Fig. 1: sizing map
Scale bar: 20 um.
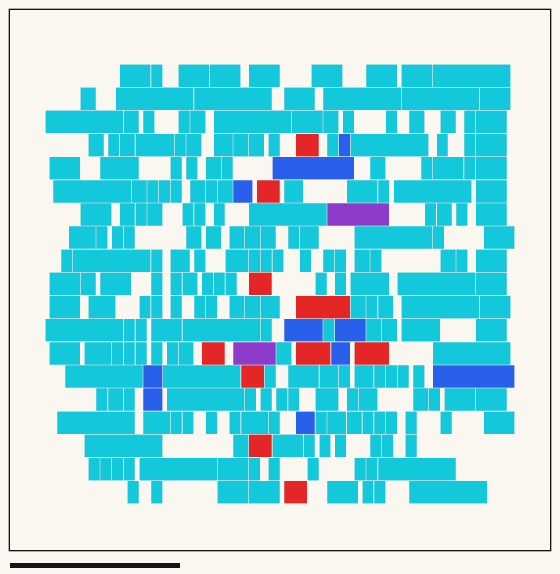
Fig. 2: placed standard cells
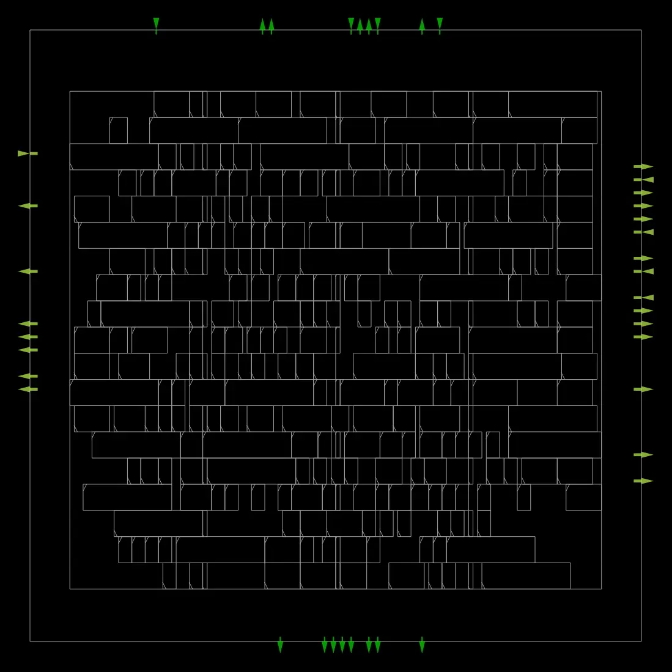
Fig. 3: wire density map
Scale bar: 20 um. The die is cut into 13 by 13 equal tiles; dark purple is low, yellow is high, scaled to the fullest tile. Values are wire area over tile area, all layers added.
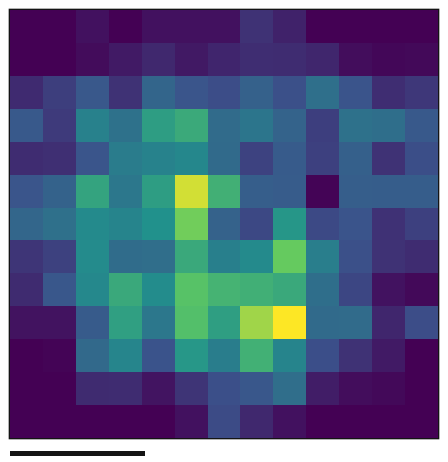
## src/rtl/vga_output_stage.sv

```systemverilog
// vga_output_stage: parametrised VGA raster counters plus the colour/sync output register.
// Latency: colour and syncs for coordinate (o_x, o_y) reach the pins 1 enabled clk later.
// Backpressure: none; i_enable low freezes counters and output registers.
//
// Ports:
//   clk, rst                 system clock, asynchronous active-high reset
//   i_enable                 pixel enable; nothing advances while low
//   o_x, o_y                 current raster coordinate for the game logic
//   o_active                 coordinate lies inside the visible area
//   o_line_start             enabled cycle at x == 0
//   o_frame_start            enabled cycle at x == 0, y == 0
//   i_r, i_g, i_b            colour for the coordinate on o_x / o_y
//   o_vga_r/g/b              registered colour, zero outside the visible area
//   o_vga_hsync, o_vga_vsync registered syncs, aligned with colour
module vga_output_stage #(
  parameter int COLOR_BITS = 2,
  parameter int H_ACTIVE   = 640,
  parameter int H_FRONT    = 16,
  parameter int H_SYNC     = 96,
  parameter int H_BACK     = 48,
  parameter int V_ACTIVE   = 480,
  parameter int V_FRONT    = 10,
  parameter int V_SYNC     = 2,
  parameter int V_BACK     = 33,
  parameter int SYNC_POL   = 0
) (
  input  logic                                                  clk,
  input  logic                                                  rst,
  input  logic                                                  i_enable,
  output logic [$clog2(H_ACTIVE+H_FRONT+H_SYNC+H_BACK)-1:0]    o_x,
  output logic [$clog2(V_ACTIVE+V_FRONT+V_SYNC+V_BACK)-1:0]    o_y,
  output logic                                                  o_active,
  output logic                                                  o_line_start,
  output logic                                                  o_frame_start,
  input  logic [COLOR_BITS-1:0]                                 i_r,
  input  logic [COLOR_BITS-1:0]                                 i_g,
  input  logic [COLOR_BITS-1:0]                                 i_b,
  output logic [COLOR_BITS-1:0]                                 o_vga_r,
  output logic [COLOR_BITS-1:0]                                 o_vga_g,
  output logic [COLOR_BITS-1:0]                                 o_vga_b,
  output logic                                                  o_vga_hsync,
  output logic                                                  o_vga_vsync
);

  localparam int H_TOTAL = H_ACTIVE + H_FRONT + H_SYNC + H_BACK;
  localparam int V_TOTAL = V_ACTIVE + V_FRONT + V_SYNC + V_BACK;
  localparam int XW      = $clog2(H_TOTAL);
  localparam int YW      = $clog2(V_TOTAL);

  localparam logic [XW-1:0] H_LAST = XW'(H_TOTAL - 1);
  localparam logic [XW-1:0] H_ACT  = XW'(H_ACTIVE);
  localparam logic [XW-1:0] HS_BEG = XW'(H_ACTIVE + H_FRONT);
  localparam logic [XW-1:0] HS_END = XW'(H_ACTIVE + H_FRONT + H_SYNC);
  localparam logic [YW-1:0] V_LAST = YW'(V_TOTAL - 1);
  localparam logic [YW-1:0] V_ACT  = YW'(V_ACTIVE);
  localparam logic [YW-1:0] VS_BEG = YW'(V_ACTIVE + V_FRONT);
  localparam logic [YW-1:0] VS_END = YW'(V_ACTIVE + V_FRONT + V_SYNC);

  // Asserted sync level; the idle level is its complement.
  localparam logic SYNC_ON = (SYNC_POL != 0);

  logic [XW-1:0]         h_cnt_q, h_cnt_d;
  logic [YW-1:0]         v_cnt_q, v_cnt_d;
  logic [COLOR_BITS-1:0] r_q, r_d;
  logic [COLOR_BITS-1:0] g_q, g_d;
  logic [COLOR_BITS-1:0] b_q, b_d;
  logic                  hsync_q, hsync_d;
  logic                  vsync_q, vsync_d;

  logic h_wrap;
  logic active;
  logic hs_act;
  logic vs_act;

  always_comb begin
    h_wrap = (h_cnt_q == H_LAST);
    active = (h_cnt_q < H_ACT) && (v_cnt_q < V_ACT);
    hs_act = (h_cnt_q >= HS_BEG) && (h_cnt_q < HS_END);
    vs_act = (v_cnt_q >= VS_BEG) && (v_cnt_q < VS_END);

    h_cnt_d = h_cnt_q;
    v_cnt_d = v_cnt_q;
    r_d     = r_q;
    g_d     = g_q;
    b_d     = b_q;
    hsync_d = hsync_q;
    vsync_d = vsync_q;

    if (i_enable) begin
      h_cnt_d = h_wrap ? '0 : h_cnt_q + 1'b1;
      // Vertical count moves only on the last pixel of a line.
      if (h_wrap) begin
        v_cnt_d = (v_cnt_q == V_LAST) ? '0 : v_cnt_q + 1'b1;
      end
      // Colour is sampled for the coordinate currently published, so the
      // pins show pixel (x, y) one enabled edge after o_x/o_y = (x, y).
      r_d     = active ? i_r : '0;
      g_d     = active ? i_g : '0;
      b_d     = active ? i_b : '0;
      hsync_d = hs_act ? SYNC_ON : ~SYNC_ON;
      vsync_d = vs_act ? SYNC_ON : ~SYNC_ON;
    end
  end

  always_ff @(posedge clk or posedge rst) begin
    if (rst) begin
      h_cnt_q <= '0;
      v_cnt_q <= '0;
      r_q     <= '0;
      g_q     <= '0;
      b_q     <= '0;
      hsync_q <= ~SYNC_ON;
      vsync_q <= ~SYNC_ON;
    end else begin
      h_cnt_q <= h_cnt_d;
      v_cnt_q <= v_cnt_d;
      r_q     <= r_d;
      g_q     <= g_d;
      b_q     <= b_d;
      hsync_q <= hsync_d;
      vsync_q <= vsync_d;
    end
  end

  assign o_x           = h_cnt_q;
  assign o_y           = v_cnt_q;
  assign o_active      = active;
  assign o_line_start  = i_enable && (h_cnt_q == '0);
  assign o_frame_start = i_enable && (h_cnt_q == '0) && (v_cnt_q == '0);
  assign o_vga_r       = r_q;
  assign o_vga_g       = g_q;
  assign o_vga_b       = b_q;
  assign o_vga_hsync   = hsync_q;
  assign o_vga_vsync   = vsync_q;

endmodule

```

## config.mk

```make
export PLATFORM = sky130hd
export DESIGN_NAME = vga_output_stage
export DESIGN_NICKNAME = d
export VERILOG_FILES = /design/src/rtl/vga_output_stage.sv
export SDC_FILE = /design/constraint.sdc
export NUM_CORES = 1
export LEC_CHECK = 0
export ABC_AREA = 1
export CAP_MARGIN = 20
export CORE_MARGIN = 4
export CORE_UTILIZATION = 53
export DETAILED_ROUTE_END_ITERATION = 6
export MAX_ROUTING_LAYER = met4
export PLACE_DENSITY = 0.82
export SLEW_MARGIN = 25
export SYNTH_ARGS = -nofsm -noshare
export SYNTH_HDL_FRONTEND = slang
export SYNTH_SLANG_ARGS = --single-unit
```

## constraint.sdc

```tcl
create_clock -name clk -period 2.92 [get_ports clk]
set_clock_uncertainty 0.1 [all_clocks]
set_input_delay 0.584 -clock clk [delete_from_list [all_inputs] [get_ports clk]]
set_output_delay 0.584 -clock clk [all_outputs]
set_load 0.03 [all_outputs]
```

==> reports/qor.yml <==
status:
  run_status: "complete, no violations"
synth:
  async_flop_share_pct: 100
  top_cell: "nand2_1"
  yosys_cells: 214
finish:
  final_core_util_pct: 73.1
  final_nets: 270
  logic_gate_count: 150
  ff_count: 28
drt:
  met1_length_um: 1690
  viasPerCell: 5.29
floorplanning:
  core_mm2: 0.00285
  row_count: 19
  fp_util_pct: 57.2
  die_h_um: 63.5
  die_area_mm2: 0.00403
pwr:
  p_seq_share_pct: 37.3
sta:
  setup_tns_ns: 0
grt:
  grtUsageMet3_pct: 3.02
critical_path:
  crit_chain: "inv_1 -> nor3_1 -> nor2_1 -> nand2_1 -> inv_1 -> clkdlybuf4s50_1"
  cp-end-kind: "primary output"
run:
  drv_cap: 0
Notes on Fig. 1 above:
Key: purple = drive 6 and up [cells 2]; cyan = drive 1 or less [cells 234]; red = drive 3 to 4 [cells 10]; blue = drive 2 [cells 10]
Final WS setup: 0.207 ns
final instance area: 0.00208 mm2
area delta synth->final: 27.8%

Notes on Fig. 2 above:
# fillers: 232
tap cells: 31

Notes on Fig. 3 above:
The densest ninth of the die: centre. 13% of the tiles are over half the peak. The fullest tile reaches 0.55.
GRT Total Usage: 19.6%
final wirelength: 3530 um

[sequential cells by signal (all words and copies together), names as in the netlist]
register	cells
o_vga_g	2
o_x	10
o_y	10
o_vga_vsync	1
o_vga_b	2
o_vga_r	2
o_vga_hsync	1
[final timing paths]
check | endpoint | slack [ns] | from | depth (start not counted)
worst min register to register | o_vga_g[1] | 0.40 | o_vga_g[1] | 2
worst min-delay path | o_vga_g[1] | 0.40 | o_vga_g[1] | 2
max in group asynchronous | o_y[1] | 1.60 | rst | 3
min in group asynchronous | o_y[0] | 0.53 | rst | 2
worst max-delay path | o_active | 0.21 | o_x[7] | 6
worst max register to register | o_x[8] | 1.32 | o_x[1] | 7
Power figures rest on the tool's default switching activity, not on a simulated workload.
